==> config.mk <==
export PLATFORM = sky130hd
export DESIGN_NAME = reg_bank
export DESIGN_NICKNAME = d
export VERILOG_FILES = /design/src/rtl/reg_bank.sv
export SDC_FILE = /design/constraint.sdc
export NUM_CORES = 1
export LEC_CHECK = 0
export ABC_AREA = 1
export CAP_MARGIN = 20
export CORE_MARGIN = 4
export CORE_UTILIZATION = 61
export CTS_CLUSTER_SIZE = 10
export DETAILED_ROUTE_END_ITERATION = 7
export PLACE_DENSITY_LB_ADDON = 0.15
export SYNTH_ARGS = -nofsm -noshare
export SYNTH_HDL_FRONTEND = slang
export SYNTH_SLANG_ARGS = --single-unit
==> constraint.sdc <==
create_clock -name clk -period 2.5 [get_ports clk]
set_input_delay 0.5 -clock clk [delete_from_list [all_inputs] [get_ports clk]]
set_output_delay 0.5 -clock clk [all_outputs]
set_load 0.02 [all_outputs]
==> src/rtl/reg_bank.sv <==
// General-purpose register bank with per-write LOAD/INC/DEC/SHL, clear-all, two registered read ports and ovf/err pulses.
// Define REG_BANK_BYPASS_EN to forward same-cycle write results to the read ports.
module reg_bank #(
    parameter int WIDTH    = 4,
    parameter int NUM_REGS = 4,
    parameter int ADDR_W   = 2
) (
    input  logic              clk,
    input  logic              rst,
    input  logic              clr_all,
    input  logic              wr_en,
    input  logic [ADDR_W-1:0] wr_addr,
    input  logic [1:0]        wr_op,
    input  logic [WIDTH-1:0]  wr_data,
    input  logic [ADDR_W-1:0] rd_addr_a,
    input  logic [ADDR_W-1:0] rd_addr_b,
    output logic [WIDTH-1:0]  qa,
    output logic [WIDTH-1:0]  qb,
    output logic              ovf,
    output logic              err
);

    typedef enum logic [1:0] {
        OP_LOAD = 2'b00,
        OP_INC  = 2'b01,
        OP_DEC  = 2'b10,
        OP_SHL  = 2'b11
    } op_e;

    logic [WIDTH-1:0] regs_q [NUM_REGS];
    logic [WIDTH-1:0] regs_d [NUM_REGS];
    logic [WIDTH-1:0] qa_q, qa_d, qb_q, qb_d;
    logic             ovf_q, ovf_d, err_q, err_d;
    logic [WIDTH-1:0] oldVal;
    logic             wrInRange, rdAInRange, rdBInRange;

    assign wrInRange  = int'(wr_addr)   < NUM_REGS;
    assign rdAInRange = int'(rd_addr_a) < NUM_REGS;
    assign rdBInRange = int'(rd_addr_b) < NUM_REGS;

    // Register update: clear-all beats any write issued in the same cycle.
    always_comb begin
        regs_d = regs_q;
        ovf_d  = 1'b0;
        oldVal = '0;
        if (clr_all) begin
            for (int i = 0; i < NUM_REGS; i++) begin
                regs_d[i] = '0;
            end
        end else if (wr_en && wrInRange) begin
            oldVal = regs_q[wr_addr];
            case (op_e'(wr_op))
                OP_LOAD: regs_d[wr_addr] = wr_data;
                OP_INC: begin
                    regs_d[wr_addr] = oldVal + 1'b1;
                    ovf_d           = &oldVal;
                end
                OP_DEC: begin
                    regs_d[wr_addr] = oldVal - 1'b1;
                    ovf_d           = ~|oldVal;
                end
                OP_SHL: begin
                    regs_d[wr_addr] = {oldVal[WIDTH-2:0], 1'b0};
                    ovf_d           = oldVal[WIDTH-1];
                end
                default: regs_d[wr_addr] = oldVal;
            endcase
        end
    end

    // Forwarding reads from the next-state array also covers clear-all, since it zeroes regs_d.
    always_comb begin
        qa_d = '0;
        qb_d = '0;
`ifdef REG_BANK_BYPASS_EN
        if (rdAInRange) qa_d = regs_d[rd_addr_a];
        if (rdBInRange) qb_d = regs_d[rd_addr_b];
`else
        if (rdAInRange) qa_d = regs_q[rd_addr_a];
        if (rdBInRange) qb_d = regs_q[rd_addr_b];
`endif
        err_d = (wr_en && !clr_all && !wrInRange) || !rdAInRange || !rdBInRange;
    end

    always_ff @(posedge clk or negedge rst) begin
        if (!rst) begin
            for (int i = 0; i < NUM_REGS; i++) begin
                regs_q[i] <= '0;
            end
            qa_q  <= '0;
            qb_q  <= '0;
            ovf_q <= 1'b0;
            err_q <= 1'b0;
        end else begin
            regs_q <= regs_d;
            qa_q   <= qa_d;
            qb_q   <= qb_d;
            ovf_q  <= ovf_d;
            err_q  <= err_d;
        end
    end

    assign qa  = qa_q;
    assign qb  = qb_q;
    assign ovf = ovf_q;
    assign err = err_q;

endmodule
### Routing congestion map, run 1

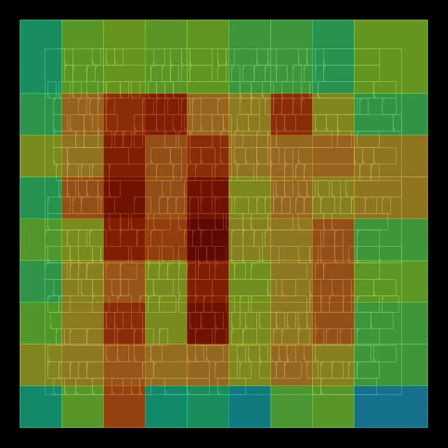
grt met2 use: 0.5534
GRT Max-Usage Layer: met2
GR Util All Layers: 0.3213

### Metal layers overlaid, run 1

The bar under the picture is 20 um long. Two of the layers only.
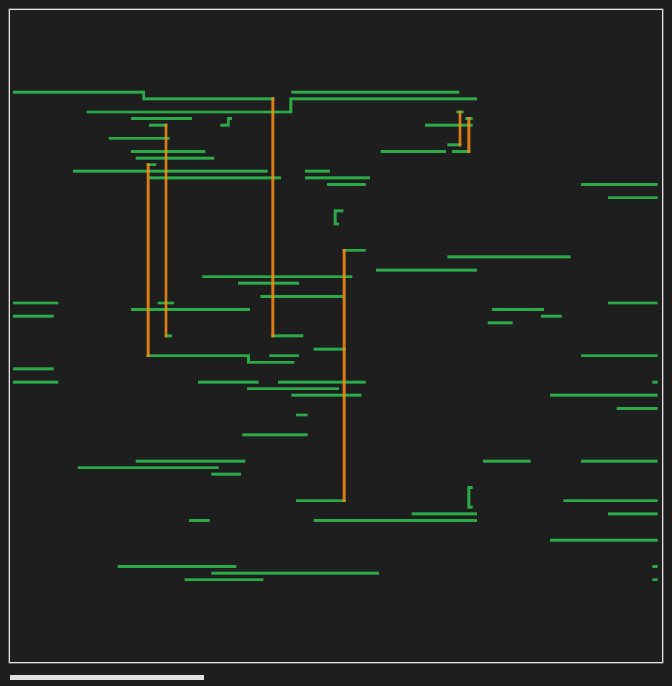
| color | layer | wire length |
|---|---|---|
| orange | M4 | 98.6 um |
| green | M3 | 509 um |
final WL: 6726 um
via count: 2,559
drt wl/cell: 15.94 um

==> run notes, run 1 <==
flow finished, numbers: status=completed, design area=2597 sq um, final tally of hold violations=0, fillcell total=293, Final Skew=5.146 ps, Synth Net Count=351, fp util=0.6380, Hold Path Class=input port to asynchronous set/reset pin, worst path bufs/invs=2, leakage=1.245 nW, dpl ws=-307.0 ps, first-pass GRT wire length=10,950 um, DRT iter0 DRCs=263, Worst Path Required=2770 ps, Slew Limit Fails=0, WS Path Type=input port to flip-flop, Post-Place Cells=418, Max FO, Critical Path=6, Ports=26, DIE WIDTH=67.31 um, max-cap viol count=0, CTS tree=built, Reg2Reg Capture Point=regs_q[13], fin crit period=2328 ps, vias in the first global route=2,306, router iterations before antenna repair=5, Critical Path, Cell by Cell=clkdlybuf4s50_1, buf_4, nand3_1, nand2_1, nor2_1, ha_1, o21ai_1, o21ai_0, o211ai_1, nand3_1, o21ai_1, tool warnings=27, clk slew on worst S/H paths=150 ps, CP startpoint=wr_addr[1], number of synthesized register bits=25, DRC viols=0, port buffer count=24, Seq/Total Area, Yosys=0.2915, # hold bufs at CTS=0, Top delay family on crit path=buffers and inverters, gr ovfl total=0, final std cells w/o fill=422, Reg power frac=0.414, Ant. Diodes=0, largest net degree at the start of global routing=26, Crit-path slowest cell=clkdlybuf4s50_1, CP Launch Type=input port, Tightest Pin Transition=511.8 ps, DIE AREA=4531 sq um, IR Drop Worst-Case VDD=0.2844 mV, post-synth area from yosys stat=2146 sq um, r2r setup slk=560 ps, Post-Syn Instances=333, insertion delay at the late pin of the worst-skew pair=330 ps, CTS Buffer Depth=2, Mapped Avg Cell Area=6.444 sq um, core area=3363 sq um, post-DR vias/cell=6.064, synth warn=0, worst r2r path cells=9, Die Y=67.31 um, initial antenna violation count=0, Worst Setup EP=regs_q[13], final RePlAce weighted congestion=0.9790, unrepaired setup endpoints after global routing=no, DP Area=2569 sq um, setup repair bufs after CTS=0, Top power group=combinational logic, Clk pwr share=0.161, Yosys Instances=333, row count=21, cell type with the largest total area=dfrtp_1, seq pwr=0.000502 W, internal power=0.0007218 W, final number of setup-violating endpoints=0, reg2reg start=regs_q[1], share of cells above drive strength 1=0.1356, Mapped Area=2146 sq um, Post-CTS Resized=0, P_comb=0.000516 W, sw frac=0.4050, P per Cell Area=467.0 nW/um^2, Final ANT Viol Nets=0, Crit. End Element=flip-flop, top cells by area=dfrtp_1, nand2_1, o21ai_0, H-tree Lvls=1, WP data arrival=2600 ps
### Wiring heat map, run 1

The die is cut into 13 by 13 equal tiles; white is low, dark blue is high, scaled to the fullest tile. Values are wire area over tile area, all layers added.
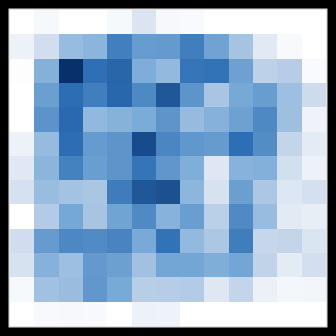
mean over tiles: 0.24
emptiest ninth of the die: bottom right
densest ninth of the die: middle
nearly empty tiles: 12%

-- run 1: cell families (layout without fill, tap and decap cells) --
logic type / after synthesis / after routing / synth area share
fa+ha+maj: 2 / 2 / 0.01166
xor+xnor: 2 / 2 / 0.02041
other cells: 1 / 1 / 0.001748
compound gates: 83 / 83 / 0.2146
buf+inv: 45 / 88 / 0.09155
simple gates: 175 / 175 / 0.3685
flops: 25 / 25 / 0.2915
-- run 1: flip-flops by register name, summed over array words and instances (netlist names) --
name / cells
qa: 4
qb: 4
ovf: 1
regs_q: 16
-- run 1: area by class of cell --
class | count | area, sq um | share of cell area
well taps | 46 | 57.56 | 0.02216
repair buffers | 49 | 430.4 | 0.1657
multi-input cells | 263 | 1324 | 0.5096
flip-flops and latches | 25 | 625.6 | 0.2408
inverters | 35 | 133.9 | 0.05154
clock buffers | 4 | 26.28 | 0.01012
-- run 1: through the flow --
stage | power [W] | setup TNS, ps | util | hold slack, ps
6_report | 0.001213 | 0 | 0.7723 | 515.6
5_1_grt | 0.001280 | 0 | 0.7723 | 536.6
4_1_cts | 0.001198 | 0 | 0.7716 | 528.2
3_5_place_dp | 0.001011 | -1753 | 0.7638 | 559.9
3_3_place_gp | 0.0009969 | -1001 | 0.7638 | 547.5
2_1_floorplan | 0.0008149 | 0 | - | 204.4
-- run 1: how the worst min path moves through the flow --
stage,start,endpoint,slack (ps)
floorplan,rst,ovf,200
global placement,regs_q[11],regs_q[11],550
detailed placement,regs_q[11],regs_q[11],560
CTS,rst,qa[0],530
global route,rst,qa[0],540
finish,rst,qb[1],520
-- run 1: metal layers --
layer / vias to the layer above / share of wire / global-route usage
li1: 1205 / - / -
met1: 1219 / 0.42 / 0.4237
met2: 122 / 0.49 / 0.5534
met3: 13 / 0.076 / 0.03328
met4: 0 / 0.015 / 0.09620
met5: - / 0 / 0
-- run 1: cells in the mapped netlist --
master	count
nor3_1	16
a2bb2oi_1	2
nand2_1	95
conb_1	1
inv_4	1
a211oi_1	1
ha_1	2
xnor2_2	1
o211ai_1	8
a211o_1	1
clkbuf_1	3
dfrtp_1	25
nand2_2	8
buf_6	1
buf_4	4
nand2_4	1
nand3_1	22
o21ai_0	33
inv_1	31
nor2_2	5
nand3_2	1
nor2_1	19
buf_2	2
xor2_4	1
nor2_4	1
a31oi_1	1
a21oi_1	22
o21ai_1	8
inv_2	3
o31ai_1	1
nand4_1	5
o22ai_1	6
nand2_8	1
nand3b_1	1
-- run 1: cell usage in the layout (no fill, tap or decap), types with 2 or more instances in the layout --
| cell type | instances |
|---|---|
| nand3_1 | 22 |
| dfrtp_1 | 25 |
| nor3_1 | 16 |
| nand2_2 | 8 |
| a2bb2oi_1 | 2 |
| o21ai_1 | 9 |
| nand4_1 | 5 |
| inv_2 | 3 |
| buf_4 | 25 |
| a21oi_1 | 22 |
| clkdlybuf4s50_1 | 23 |
| nor2_2 | 5 |
| nand2_1 | 95 |
| o22ai_1 | 6 |
| ha_1 | 2 |
| nor2_1 | 19 |
| o211ai_1 | 8 |
| inv_1 | 31 |
| clkbuf_4 | 3 |
| o21ai_0 | 32 |
==> run 2: changes to the inputs <==
- CTS_CLUSTER_SIZE: 10 -> not set
### Zoomed window, run 2

The bar under the picture is 5 um long. Region (40, 40) to (60, 60) um. Cells in gray, sequential cells in the stronger gray; small squares are vias.
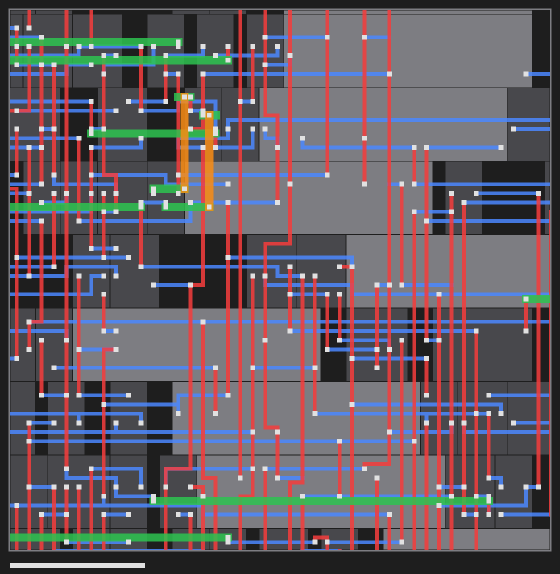
| color | layer |
|---|---|
| orange | M4 |
| blue | M1 |
| green | M3 |
| red | M2 |
netlist names of flops here include: regs_q (5), qa (2)
sequential cells in the window: 7
most frequent: nand2_1 (14), nor3_1 (7), dfrtp_1 (7)
cells with their middle in the window: 40

### Metal layers overlaid, run 2

The bar under the picture is 20 um long. Two of the layers only.
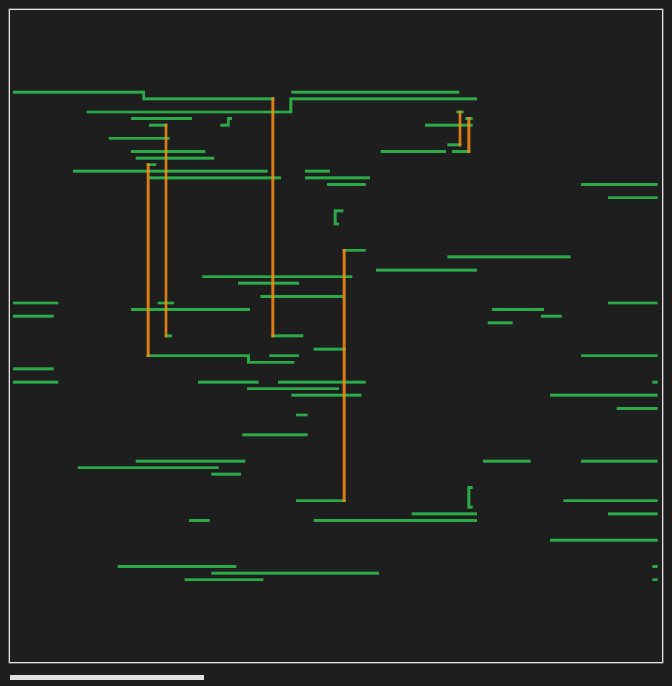
| color | layer | wire length |
|---|---|---|
| orange | M4 | 98.6 um |
| green | M3 | 509 um |

==> run notes, run 2 <==
flow finished, numbers: P per Cell Area=467.0 nW/um^2, fin crit period=2328 ps, Clk pwr share=0.161, Max FO, Critical Path=6, GRT Max-Usage Layer=met2, WHS=515.6 ps, largest net degree at the start of global routing=26, Tightest Pin Transition=511.8 ps, Worst Path Required=2770 ps, Hold Path Class=input port to asynchronous set/reset pin, most flop-heavy register=regs_q, M3 GR Usage=0.03328, ys flop type=dfrtp_1, Ports=26, most used logic cell in the final layout=nand2_1, DRT iter0 DRCs=263, clk slew on worst S/H paths=150 ps, grt met2 use=0.5534, IR Drop Worst-Case VDD=0.2844 mV, status=completed, number of flip-flops in the largest register=16, CP Launch Type=input port, initial antenna violation count=0, # hold bufs at CTS=0, fp util=0.6380, top cells by area=dfrtp_1, nand2_1, o21ai_0, insertion delay at the late pin of the worst-skew pair=330 ps, DRC viols=0, dpl ws=-307.0 ps, worst path bufs/invs=2, H-tree Lvls=1, synth warn=0, CTS tree=built, commonest cells in the netlist=nand2_1, o21ai_0, inv_1, unrepaired setup endpoints after global routing=no, Final ANT Viol Nets=0, Post-Syn Instances=333, post-DR vias/cell=6.064, WP data arrival=2600 ps, Top delay family on crit path=buffers and inverters, Crit. End Element=flip-flop, post-synth area from yosys stat=2146 sq um, final WL=6726 um, Slew Limit Fails=0, first-pass GRT wire length=10,950 um, final number of setup-violating endpoints=0, Mapped Avg Cell Area=6.444 sq um, core area=3363 sq um, met1 Usage GRT=0.4237, Post-Route Setup TNS=0 ps, port buffer count=24, via count=2,559, max-cap viol count=0, Yosys Instances=333, DIE WIDTH=67.31 um, Ant. Diodes=0, row count=21, Crit-path slowest cell=clkdlybuf4s50_1, Post-synth EDFFs=0, CTS Buffer Depth=2, Die Y=67.31 um, sw frac=0.4050, most common logic cells in the final layout=nand2_1, o21ai_0, inv_1, dfrtp_1, buf_4, gr ovfl total=0, cell type with the largest total area=dfrtp_1, post-DP HPWL=5157 um, drt wl/cell=15.94 um, vias in the first global route=2,306, share of cells above drive strength 1=0.1356, crit-path max cell delay=540 ps, final RePlAce weighted congestion=0.9790, asr flop ratio synth=1.000, Mapped Area=2146 sq um, Synth Net Count=351, Reg power frac=0.414, final tally of hold violations=0, leakage=1.245 nW, router iterations before antenna repair=5, most numerous cell in the Yosys netlist=nand2_1, fillcell total=293, internal power=0.0007218 W, WS Path Type=input port to flip-flop, tool warnings=27, number of synthesized register bits=25, Critical Path, Cell by Cell=clkdlybuf4s50_1, buf_4, nand3_1, nand2_1, nor2_1, ha_1, o21ai_1, o21ai_0, o211ai_1, nand3_1, o21ai_1, GR Util All Layers=0.3213, Final Skew=5.146 ps, DIE AREA=4531 sq um, Seq/Total Area, Yosys=0.2915
[run 2: cell counts after synthesis]
No cell type changed its count.
[run 2: cells by family after synthesis]
kind of cell	count (synthesis)	synth area share
AOI/OAI and AO/OA	83	0.2146
xor gates and xnor gates	2	0.02041
adders and majority gates	2	0.01166
buffers and inverters	45	0.09155
DFF	25	0.2915
other	1	0.001748
and+or+nand+nor	175	0.3685
[run 2: final timing paths]
kind                              endpoint  cells after the start  startpoint  slack (ps)
min in group clk                 regs_q[4]                      2   regs_q[4]         590
max in group asynchronous       regs_q[10]                      2         rst        1730
worst max register to register  regs_q[13]                      9   regs_q[1]         560
worst min-delay path                 qb[1]                      2         rst         520
worst max-delay path            regs_q[13]                     11  wr_addr[1]         170
worst min register to register   regs_q[4]                      2   regs_q[4]         590
[run 2: per-stage QoR]
| stage | instance area (sq um) | util | std cells | power (W) |
|---|---|---|---|---|
| after floorplan | 2146 | - | 333 | 0.0008149 |
| after global placement | 2569 | 0.7638 | 418 | 0.0009969 |
| after detailed placement | 2569 | 0.7638 | 418 | 0.001011 |
| after CTS | 2595 | 0.7716 | 422 | 0.001198 |
| after global routing | 2597 | 0.7723 | 422 | 0.001280 |
| final | 2597 | 0.7723 | 422 | 0.001213 |
[run 2: power groups by stage]
stage / Combinational, W / Sequential (W) / Clock (W)
3_3_place_gp: 0.000491 / 0.000506 / 0
5_1_grt: 0.000568 / 0.000506 / 0.000205
4_1_cts: 0.000507 / 0.000499 / 0.000193
3_5_place_dp: 0.000504 / 0.000507 / 0
6_report: 0.000516 / 0.000502 / 0.000196
2_1_floorplan: 0.000303 / 0.000512 / 0
[run 2: per-layer routing]
metal / part of all wire / wire length (um) / vias to the layer above
li1: - / - / 1205
met1: 0.42 / 2843 / 1219
met2: 0.49 / 3275 / 122
met3: 0.076 / 509 / 13
met4: 0.015 / 98 / 0
met5: 0 / 0 / -
[run 2: worst register-to-register path, stage by stage (launching register included)]
cell and delay (ps):
dfrtp_1 480, nand3_1 120, nand2_1 60, nor2_1 230
ha_1 290, o21ai_1 260, o21ai_0 120, o211ai_1 120
nand3_1 110, o21ai_1 90
[run 2: what timing repair did]
action,CTS,global route
resized,0,2
endpoints found under the setup margin,0,4
hold endpoints to repair,0,0
buffers inserted,0,0
[run 2: final cells by class]
| class | count | area, sq um | area share |
|---|---|---|---|
| repair buffers | 49 | 430.4 | 0.1657 |
| multi-input cells | 263 | 1324 | 0.5096 |
| well taps | 46 | 57.56 | 0.02216 |
| flip-flops and latches | 25 | 625.6 | 0.2408 |
| clock buffers | 4 | 26.28 | 0.01012 |
| inverters | 35 | 133.9 | 0.05154 |
No activity file was given, so power comes from the tool's default toggle rates.
